File: src/rtl/pc_sequencer.sv
// Program-counter sequencer: fetches an instruction, waits for the execution unit,
// then issues exactly one PC register strobe (replace / increment / add) per instruction.
module pc_sequencer #(
    parameter int                DATA_W        = 16,
    parameter logic [DATA_W-1:0] TRAP_VECTOR   = 16'hFFF0,
    parameter int unsigned       FETCH_TIMEOUT = 8
) (
    input  logic              clk,
    input  logic              rst_n,
    output logic              mem_req,
    input  logic              mem_ack,
    input  logic [DATA_W-1:0] mem_rdata,
    output logic [DATA_W-1:0] ir,
    output logic              ir_valid,
    input  logic              exec_done,
    input  logic              jmp_valid,
    input  logic [DATA_W-1:0] jmp_target,
    input  logic              br_taken,
    input  logic [DATA_W-1:0] br_offset,
    input  logic              halt,
    input  logic              resume,
    output logic              pc_replace,
    output logic              pc_increment,
    output logic              pc_add,
    output logic [DATA_W-1:0] pc_d,
    output logic              fault
);

    localparam logic [7:0] CNT_LAST = 8'(FETCH_TIMEOUT - 1);

    typedef enum logic [2:0] {
        S_RESET_PC,
        S_FETCH,
        S_EXEC,
        S_UPDATE,
        S_HALTED,
        S_TRAP
    } state_t;

    state_t state_q, state_d;

    logic                     rst_done_q;
    logic [7:0]               cnt_q;
    logic [DATA_W-1:0]        ir_q;
    logic                     ir_valid_q;
    logic                     fault_q;
    logic                     jmp_q;
    logic                     br_q;
    logic                     halt_q;
    logic [DATA_W-1:0]        jmp_tgt_q;
    logic signed [DATA_W-1:0] br_off_q;

    logic ack_take;
    logic timeout;
    logic exec_take;

    // An ack in the final allowed cycle takes precedence over the timeout.
    assign ack_take  = (state_q == S_FETCH) && mem_ack;
    assign timeout   = (state_q == S_FETCH) && !mem_ack && (cnt_q == CNT_LAST);
    assign exec_take = (state_q == S_EXEC) && exec_done;

    always_ff @(posedge clk or negedge rst_n) begin
        if (!rst_n) begin
            state_q <= S_RESET_PC;
        end else begin
            state_q <= state_d;
        end
    end

    always_comb begin
        state_d      = state_q;
        mem_req      = 1'b0;
        pc_replace   = 1'b0;
        pc_increment = 1'b0;
        pc_add       = 1'b0;
        pc_d         = '0;
        case (state_q)
            S_RESET_PC: begin
                // Held silent until one clock edge has passed after reset release.
                if (rst_done_q) begin
                    pc_replace = 1'b1;
                    state_d    = S_FETCH;
                end
            end
            S_FETCH: begin
                mem_req = 1'b1;
                if (ack_take) begin
                    state_d = S_EXEC;
                end else if (timeout) begin
                    state_d = S_TRAP;
                end
            end
            S_EXEC: begin
                if (exec_take) begin
                    state_d = S_UPDATE;
                end
            end
            S_UPDATE: begin
                if (jmp_q) begin
                    pc_replace = 1'b1;
                    pc_d       = jmp_tgt_q;
                end else if (br_q) begin
                    pc_add = 1'b1;
                    pc_d   = br_off_q;
                end else begin
                    pc_increment = 1'b1;
                end
                state_d = halt_q ? S_HALTED : S_FETCH;
            end
            S_HALTED: begin
                if (resume && !halt) begin
                    state_d = S_FETCH;
                end
            end
            S_TRAP: begin
                pc_replace = 1'b1;
                pc_d       = TRAP_VECTOR;
                state_d    = S_FETCH;
            end
            default: begin
                state_d = S_RESET_PC;
            end
        endcase
    end

    always_ff @(posedge clk or negedge rst_n) begin
        if (!rst_n) begin
            rst_done_q <= 1'b0;
            cnt_q      <= '0;
            ir_q       <= '0;
            ir_valid_q <= 1'b0;
            fault_q    <= 1'b0;
            jmp_q      <= 1'b0;
            br_q       <= 1'b0;
            halt_q     <= 1'b0;
        end else begin
            rst_done_q <= 1'b1;
            if ((state_q == S_FETCH) && !ack_take && !timeout) begin
                cnt_q <= cnt_q + 8'd1;
            end else begin
                cnt_q <= '0;
            end
            if (ack_take) begin
                ir_q       <= mem_rdata;
                ir_valid_q <= 1'b1;
            end else if (exec_take) begin
                ir_valid_q <= 1'b0;
            end
            if (timeout) begin
                fault_q <= 1'b1;
            end
            if (exec_take) begin
                jmp_q  <= jmp_valid;
                br_q   <= br_taken;
                halt_q <= halt;
            end
        end
    end

    // Operands are qualified by the latched flags, so they need no reset.
    always_ff @(posedge clk) begin
        if (exec_take) begin
            jmp_tgt_q <= jmp_target;
            br_off_q  <= br_offset;
        end
    end

    assign ir       = ir_q;
    assign ir_valid = ir_valid_q;
    assign fault    = fault_q;

endmodule

File: config.mk
export PLATFORM = sky130hd
export DESIGN_NAME = pc_sequencer
export DESIGN_NICKNAME = d
export VERILOG_FILES = /design/src/rtl/pc_sequencer.sv
export SDC_FILE = /design/constraint.sdc
export NUM_CORES = 1
export LEC_CHECK = 0
export ABC_CLOCK_PERIOD_IN_PS = 5260
export CAP_MARGIN = 20
export CORE_UTILIZATION = 30
export CTS_BUF_LIST = sky130_fd_sc_hd__clkbuf_16
export CTS_CLUSTER_SIZE = 16
export DETAILED_ROUTE_END_ITERATION = 16
export GPL_TIMING_DRIVEN = 0
export PLACE_DENSITY_LB_ADDON = 0.15
export SYNTH_ARGS = -nofsm -noshare
export SYNTH_HDL_FRONTEND = slang
export SYNTH_SLANG_ARGS = --single-unit
File: constraint.sdc
create_clock -name clk -period 5.26 [get_ports clk]
set_input_delay 0.789 -clock clk [delete_from_list [all_inputs] [get_ports clk]]
set_output_delay 0.789 -clock clk [all_outputs]
set_load 0.1 [all_outputs]
==> results.py, run 1 <==
# Generated from Yosys and OpenROAD reports
metrics = {
    "run_status": {
        "outcome": "completed",
    },
    "sta": {
        "hold_viol_final": 0,
        "fmax_mhz": 269,
        "layout_min_cycle_time_ns": 3.72,
        "relSlewSlack_pct": 32.6,
        "setup_ws_ns": 1.54,
        "timing.setup.tns_ns": 0,
    },
    "place": {
        "placement.io_buffers": 93,
        "place_ws_ns": 1.86,
        "dp.final_hpwl_um": 3960,
    },
    "yosys": {
        "synth.mux.area_fraction_pct": 8.11,
        "synth-cells-yosys": 172,
        "syn_inst": 172,
        "ys_sh_adder_pct": 0.474,
        "yosysSeqAreaShare_pct": 67.7,
        "async_flop_share_pct": 50.8,
        "topCellsByArea": "edfxtp_1 (36%), dfrtp_1 (31%), mux2_2 (8.1%)",
        "common_cells": "dfrtp_1 (33), edfxtp_1 (32), mux2_2 (19)",
        "postSynthAreaPerCell_um2": 15.3,
        "ys_sh_aoi_pct": 10.8,
        "largest_area_cell": "edfxtp_1",
        "synth_xor_xnor_area_share_pct": 0.996,
        "top_cell": "dfrtp_1",
    },
    "worst_setup_path": {
        "crit_chain": "nor2b_2 > and4b_1 > buf_2 > buf_2 > a221o_1 > clkdlybuf4s50_1",
        "critical_path_required_ns": 4.47,
        "crit_path_top_delay_cell": "clkdlybuf4s50_1",
        "worst_path_most_repeated_cell": "buf_2",
        "setup.worst_path.end": "pc_d[8]",
        "rr_endpoint": "jmp_q$_DFFE_PN0P_",
        "crit_path_start_kind": "flip-flop",
        "crit_path_start": "state_q[2]$_DFFE_PN0P_",
        "worstPathBufferInverterCount": 3,
        "critPathCaptureType": "output pin",
        "crit_type": "flip-flop to output pin",
        "worstPathArrival_ns": 2.93,
        "cp_max_fo": 10,
        "rrSetupSlack_ns": 3.28,
    },
    "detailed_routing": {
        "dr.pass1.iters": 4,
        "routed_wl_um": 5800,
        "wl_met2_um": 2560,
        "drcViolationCount": 0,
        "vias": 1820,
        "top_layer": "met4",
    },
    "pwr": {
        "power_density_nw_per_um2": 702,
        "p_switching_mw": 1.33,
        "seq_power_uw": 721,
        "share_seq_of_total_power_pct": 25.4,
        "sw_frac_of_total_pct": 46.8,
        "comb_power_share_pct": 50.5,
    },
    "cells_and_area": {
        "combGateArea_um2": 764,
        "regArea_um2": 1790,
        "nets": 333,
        "seq_cell_count": 65,
        "layout_top_cell": "clkdlybuf4s50_1",
        "nNonClkInverters": 3,
        "fillCellCount": 734,
        "sh_comb_area_pct": 18.9,
        "antenna_cells": 0,
        "bufAreaShareNonClock_pct": 24.8,
    },
    "worst_hold_path": {
        "holdCritStartpoint": "fault$_DFFE_PN0P_",
        "min_path_type": "flip-flop to flip-flop",
        "holdPathStages": 1,
        "holdPathEnd": "fault$_DFFE_PN0P_",
    },
    "clocking": {
        "htreeDepth": 3,
        "clk_pin_slew_worst_paths_ns": 0.06,
        "clockBufferDepth": 2,
        "cts-buffers-inserted": 9,
    },
    "floorplan": {
        "fp-row-count": 33,
        "nWellTaps": 105,
        "fp_util_pct": 31.5,
        "core_um2": 8380,
        "io_pins": 94,
    },
    "grt": {
        "grt_pass1_vias": 1837,
        "track_usage_pct": 13.7,
        "antenna_found_initial": 0,
        "grt_first_pass_wirelength_um": 9160,
    },
    "flow_run": {
        "cap_violations": 0,
        "openroad.warnings": 26,
    },
}
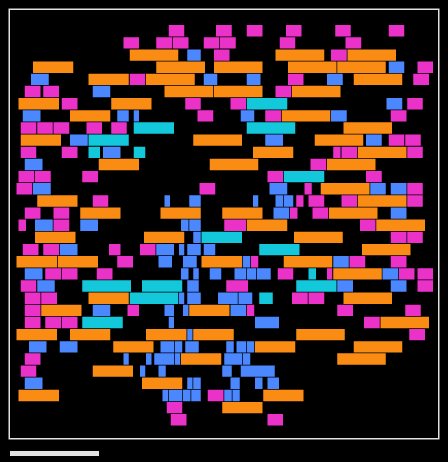
*Placed cells, one color a class, run 1*
The bar under the picture is 20 µm long.
Key: other buffers and delay cells = magenta [cells 104]; clock drivers and dummy loads = cyan [cells 16]; flops = orange [cells 65]; combinational and other logic = blue [cells 96]
Seq area share: 44.2%
final instance area: 4040 µm²

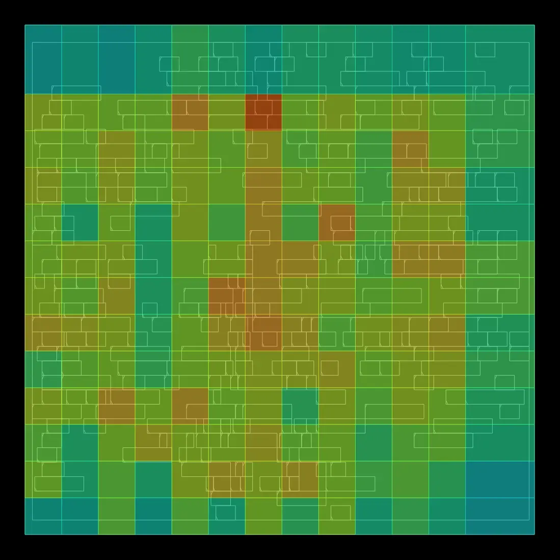
*Routing congestion, run 1*
gr busiest metal: met2
met2 Track Usage GR: 20.0%
global-route track usage on met1: 17.5%
Post-Route Utilization: 48.2%
global-route track usage on met3: 6.71%

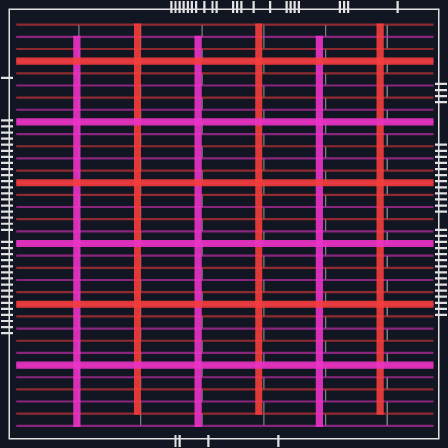
*Power grid, run 1*
Pins as bars on the die edge. Tap cells in gray.
Key: VSS = magenta; VDD = red
The core has 33 rows. 34 met1 rails follow the rows. 105 tap cells.
die width: 95.8 µm
Worst VDD drop: 541 µV

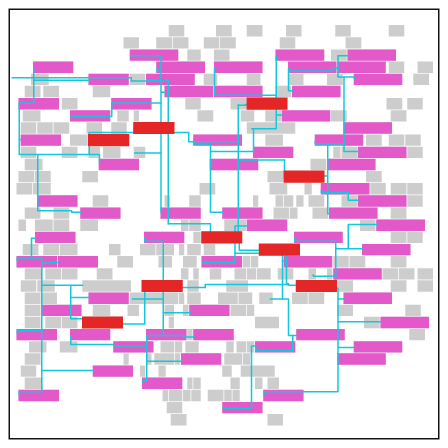
*Clock network drawn from the DEF, run 1*
Key: flip-flops = magenta [count 65]; clock drivers = red [count 9]; clock wires = cyan [length 953 µm]
Position of the flops: all over the die. There are 10 routed clock nets.
worst clock skew: 0.00458 ns
Clk network pwr share: 24.1%
Clk. pwr: 684 µW
Latency at later pin: 0.32 ns

### Register map, names as in the netlist, run 1

Other sequential cells in the stronger gray, the rest of the logic in the fainter gray.
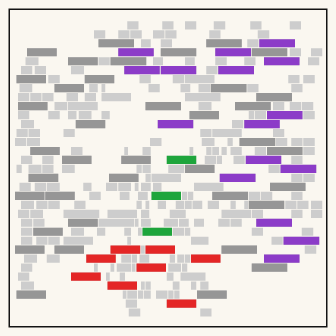

--- run 2 (diff from run 1) ---
--- a/config.mk
+++ b/config.mk
@@ -5,7 +5,7 @@
 export SDC_FILE = /design/constraint.sdc
 export NUM_CORES = 1
 export LEC_CHECK = 0
-export ABC_CLOCK_PERIOD_IN_PS = 5260
+export ABC_CLOCK_PERIOD_IN_PS = 3450
 export CAP_MARGIN = 20
 export CORE_UTILIZATION = 30
 export CTS_BUF_LIST = sky130_fd_sc_hd__clkbuf_16
==> constraint.sdc (replaced) <==
create_clock -name clk -period 3.45 [get_ports clk]
set_input_delay 0.5175 -clock clk [delete_from_list [all_inputs] [get_ports clk]]
set_output_delay 0.5175 -clock clk [all_outputs]
set_load 0.1 [all_outputs]
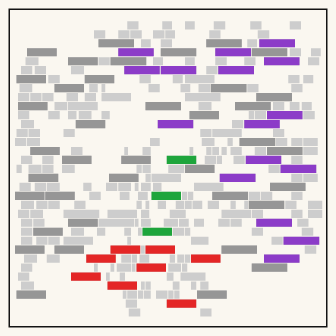
*Register map, names as in the netlist, run 2*
Other sequential cells in the stronger gray, the rest of the logic in the fainter gray.
Key: `br_off_q` = purple [placed flops 16]; `state_q` = green [placed flops 3]; `cnt_q` = red [placed flops 8]

==> run 2 against run 1 <==
  * Wire length fell by 0.26%
  * Area after synthesis stayed put
  * Clock power rose by 52%
  * Hold slack lost 0.19 ns
  * Clock skew about the same
  * Setup slack worse by 1.4 ns
  * Non-clock buffer count is the same
  * Utilization unchanged
  * Sequential share of layout area did not move
  * Critical path depth down 1
  * Design area is the same
  * Die area is the same
  * Largest power group unchanged
==> results.py, run 2 <==
# Generated from Yosys and OpenROAD reports
metrics = {
    "yosys": {
        "postSynthAreaPerCell_um2": 15.3,
        "yosysSeqAreaShare_pct": 67.7,
        "synth-cells-yosys": 172,
        "synth.mux.area_fraction_pct": 8.11,
        "top_cell": "dfrtp_1",
        "ys_sh_adder_pct": 0.474,
        "synth_xor_xnor_area_share_pct": 0.996,
        "common_cells": "dfrtp_1 (33), edfxtp_1 (32), mux2_2 (19)",
        "ys_sh_aoi_pct": 10.8,
        "syn_inst": 172,
        "largest_area_cell": "edfxtp_1",
        "async_flop_share_pct": 50.8,
    },
    "pwr": {
        "seq_power_mw": 1.10,
        "sw_frac_of_total_pct": 47.1,
        "pwr-share-clk_pct": 24.3,
        "comb_power_share_pct": 50.1,
        "p_switching_mw": 2.02,
        "p_clk_mw": 1.04,
        "power_density_nw_per_um2": 1060,
        "share_seq_of_total_power_pct": 25.6,
        "ir_drop_uv": 825,
    },
    "cells_and_area": {
        "fin_area_um2": 4040,
        "bufAreaShareNonClock_pct": 24.8,
        "num-nonclk-buffers": 104,
        "seq_share_pct": 44.2,
        "sh_comb_area_pct": 18.9,
        "nNonClkInverters": 3,
        "combGateArea_um2": 764,
        "antenna_cells": 0,
        "regArea_um2": 1790,
        "fillCellCount": 739,
        "nets": 333,
        "finalCoreUtilization_pct": 48.2,
        "layout_top_cell": "clkdlybuf4s50_1",
        "seq_cell_count": 65,
    },
    "run_status": {
        "outcome": "completed",
    },
    "grt": {
        "grt_first_pass_wirelength_um": 9140,
        "grtUsageMet1_pct": 17.5,
        "grt_pass1_vias": 1831,
        "top_usage_layer": "met2",
        "track_usage_pct": 13.7,
        "grtUsageMet3_pct": 6.71,
        "met2_usage_pct": 19.9,
    },
    "place": {
        "placement.io_buffers": 93,
        "place_ws_ns": 0.319,
        "dp.final_hpwl_um": 3960,
    },
    "worst_setup_path": {
        "rrSetupSlack_ns": 1.48,
        "rr_endpoint": "jmp_q$_DFFE_PN0P_",
        "setup.worst_path.end": "pc_add",
        "crit_path_start": "state_q[2]$_DFFE_PN0P_",
        "critical_path_required_ns": 2.93,
        "worstPathBufferInverterCount": 3,
        "worst_path_most_repeated_cell": "buf_2",
        "crit_chain": "nor2b_2 > and4b_1 > buf_2 > buf_2 > clkdlybuf4s50_1",
        "cp_max_fo": 10,
        "crit_path_start_kind": "flip-flop",
        "worstPathArrival_ns": 2.77,
        "crit_path_top_delay_cell": "clkdlybuf4s50_1",
        "crit_type": "flip-flop to output pin",
    },
    "floorplan": {
        "die_w_um": 95.8,
        "fp-row-count": 33,
        "nWellTaps": 105,
        "fp_util_pct": 31.5,
        "io_pins": 94,
        "core_um2": 8380,
    },
    "sta": {
        "finClkSkew_ns": 0.00453,
        "fmax_mhz": 304,
        "finalCritPeriodShare_pct": 95.2,
        "hold_viol_final": 0,
        "timing.setup.tns_ns": 0,
        "layout_min_cycle_time_ns": 3.28,
        "relSlewSlack_pct": 33.4,
        "setup_ws_ns": 0.166,
    },
    "clocking": {
        "cts_tree": "done",
        "clockBufferDepth": 2,
        "clk_pin_slew_worst_paths_ns": 0.06,
        "cts-buffers-inserted": 9,
        "htreeDepth": 3,
    },
    "detailed_routing": {
        "wl_met2_um": 2590,
        "dr.pass1.iters": 4,
        "drcViolationCount": 0,
        "vias": 1817,
        "wire_per_inst_um": 15.0,
        "routed_wl_um": 5780,
        "top_layer": "met4",
    },
    "flow_run": {
        "openroad.warnings": 26,
        "cap_violations": 0,
    },
    "worst_hold_path": {
        "min_path_type": "input port to async pin",
    },
}
### Clock network drawn from the DEF, run 2

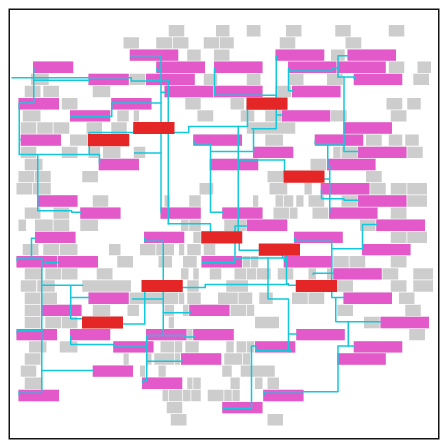

--- run 3 (diff from run 2) ---
--- a/config.mk
+++ b/config.mk
@@ -5,7 +5,7 @@
 export SDC_FILE = /design/constraint.sdc
 export NUM_CORES = 1
 export LEC_CHECK = 0
-export ABC_CLOCK_PERIOD_IN_PS = 3450
+export ABC_CLOCK_PERIOD_IN_PS = 4100
 export CAP_MARGIN = 20
 export CORE_UTILIZATION = 30
 export CTS_BUF_LIST = sky130_fd_sc_hd__clkbuf_16
==> constraint.sdc (replaced) <==
create_clock -name clk -period 4.1 [get_ports clk]
set_input_delay 0.615 -clock clk [delete_from_list [all_inputs] [get_ports clk]]
set_output_delay 0.615 -clock clk [all_outputs]
set_load 0.1 [all_outputs]
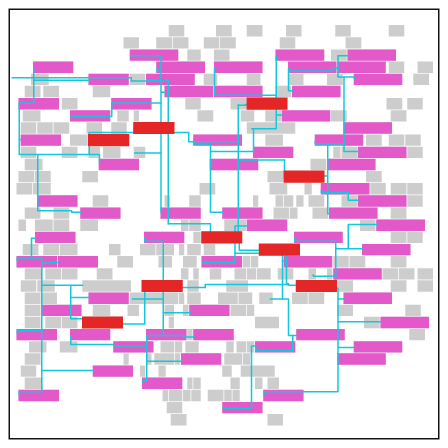
*Clock network drawn from the DEF, run 3*
Key: clock wires = cyan [length 953 µm]; flip-flops = magenta [count 65]; clock drivers = red [count 9]
There are 10 routed clock nets.

==> run 3 against run 2 <==
  * Die area unchanged
  * Highest routed layer unchanged
  * Critical endpoint is now pc_d[8]
  * Sequential share of layout area unchanged
  * Register-to-register slack better by 0.64 ns
  * Largest cell class unchanged
  * Global-route usage about the same
==> results.py, run 3 <==
# Generated from Yosys and OpenROAD reports
metrics = {
    "run_status": {
        "outcome": "completed",
    },
    "floorplan": {
        "fp-row-count": 33,
        "nWellTaps": 105,
        "die_w_um": 95.8,
        "io_pins": 94,
        "fp_util_pct": 31.5,
        "core_um2": 8380,
    },
    "grt": {
        "grt_pass1_vias": 1837,
        "track_usage_pct": 13.7,
        "met2_usage_pct": 20.0,
        "grt_first_pass_wirelength_um": 9160,
        "grtUsageMet3_pct": 6.71,
        "grtUsageMet1_pct": 17.5,
    },
    "detailed_routing": {
        "wl_met2_um": 2560,
        "vias": 1820,
        "top_layer": "met4",
        "dr.pass1.iters": 4,
        "wire_per_inst_um": 15.0,
        "routed_wl_um": 5800,
        "drcViolationCount": 0,
    },
    "worst_setup_path": {
        "crit_path_start_kind": "flip-flop",
        "worst_path_most_repeated_cell": "buf_2",
        "crit_type": "flip-flop to output pin",
        "crit_path_top_delay_cell": "clkdlybuf4s50_1",
        "setup.worst_path.end": "pc_d[8]",
        "critical_path_required_ns": 3.48,
        "crit_chain": "nor2b_2 > and4b_1 > buf_2 > buf_2 > a221o_1 > clkdlybuf4s50_1",
        "cp_max_fo": 10,
        "rrSetupSlack_ns": 2.12,
    },
    "flow_run": {
        "openroad.warnings": 26,
        "cap_violations": 0,
    },
    "cells_and_area": {
        "layout_top_cell": "clkdlybuf4s50_1",
        "num-nonclk-buffers": 104,
        "nNonClkInverters": 3,
        "antenna_cells": 0,
        "sh_comb_area_pct": 18.9,
        "finalCoreUtilization_pct": 48.2,
        "fin_area_um2": 4040,
        "seq_cell_count": 65,
        "seq_share_pct": 44.2,
        "regArea_um2": 1790,
        "combGateArea_um2": 764,
        "fillCellCount": 734,
    },
    "pwr": {
        "pwr-share-clk_pct": 24.1,
        "seq_power_uw": 925,
        "share_seq_of_total_power_pct": 25.4,
        "p_switching_mw": 1.70,
        "ir_drop_uv": 694,
        "power_density_nw_per_um2": 901,
        "p_clk_uw": 878,
        "comb_power_share_pct": 50.5,
        "sw_frac_of_total_pct": 46.8,
    },
    "yosys": {
        "largest_area_cell": "edfxtp_1",
        "async_flop_share_pct": 50.8,
        "ys_sh_aoi_pct": 10.8,
        "yosysSeqAreaShare_pct": 67.7,
        "syn_inst": 172,
        "top_cell": "dfrtp_1",
        "synth_xor_xnor_area_share_pct": 0.996,
        "synth-cells-yosys": 172,
        "postSynthAreaPerCell_um2": 15.3,
        "synth.mux.area_fraction_pct": 8.11,
    },
    "clocking": {
        "cts_tree": "done",
        "clk_pin_slew_worst_paths_ns": 0.06,
        "clockBufferDepth": 2,
        "htreeDepth": 3,
        "cts-buffers-inserted": 9,
    },
    "sta": {
        "relSlewSlack_pct": 32.6,
        "layout_min_cycle_time_ns": 3.55,
        "finClkSkew_ns": 0.00458,
        "timing.setup.tns_ns": 0,
        "hold_viol_final": 0,
        "fmax_mhz": 282,
        "setup_ws_ns": 0.553,
    },
    "place": {
        "place_ws_ns": 0.871,
    },
}
Power figures rest on the tool's default switching activity, not on a simulated workload.
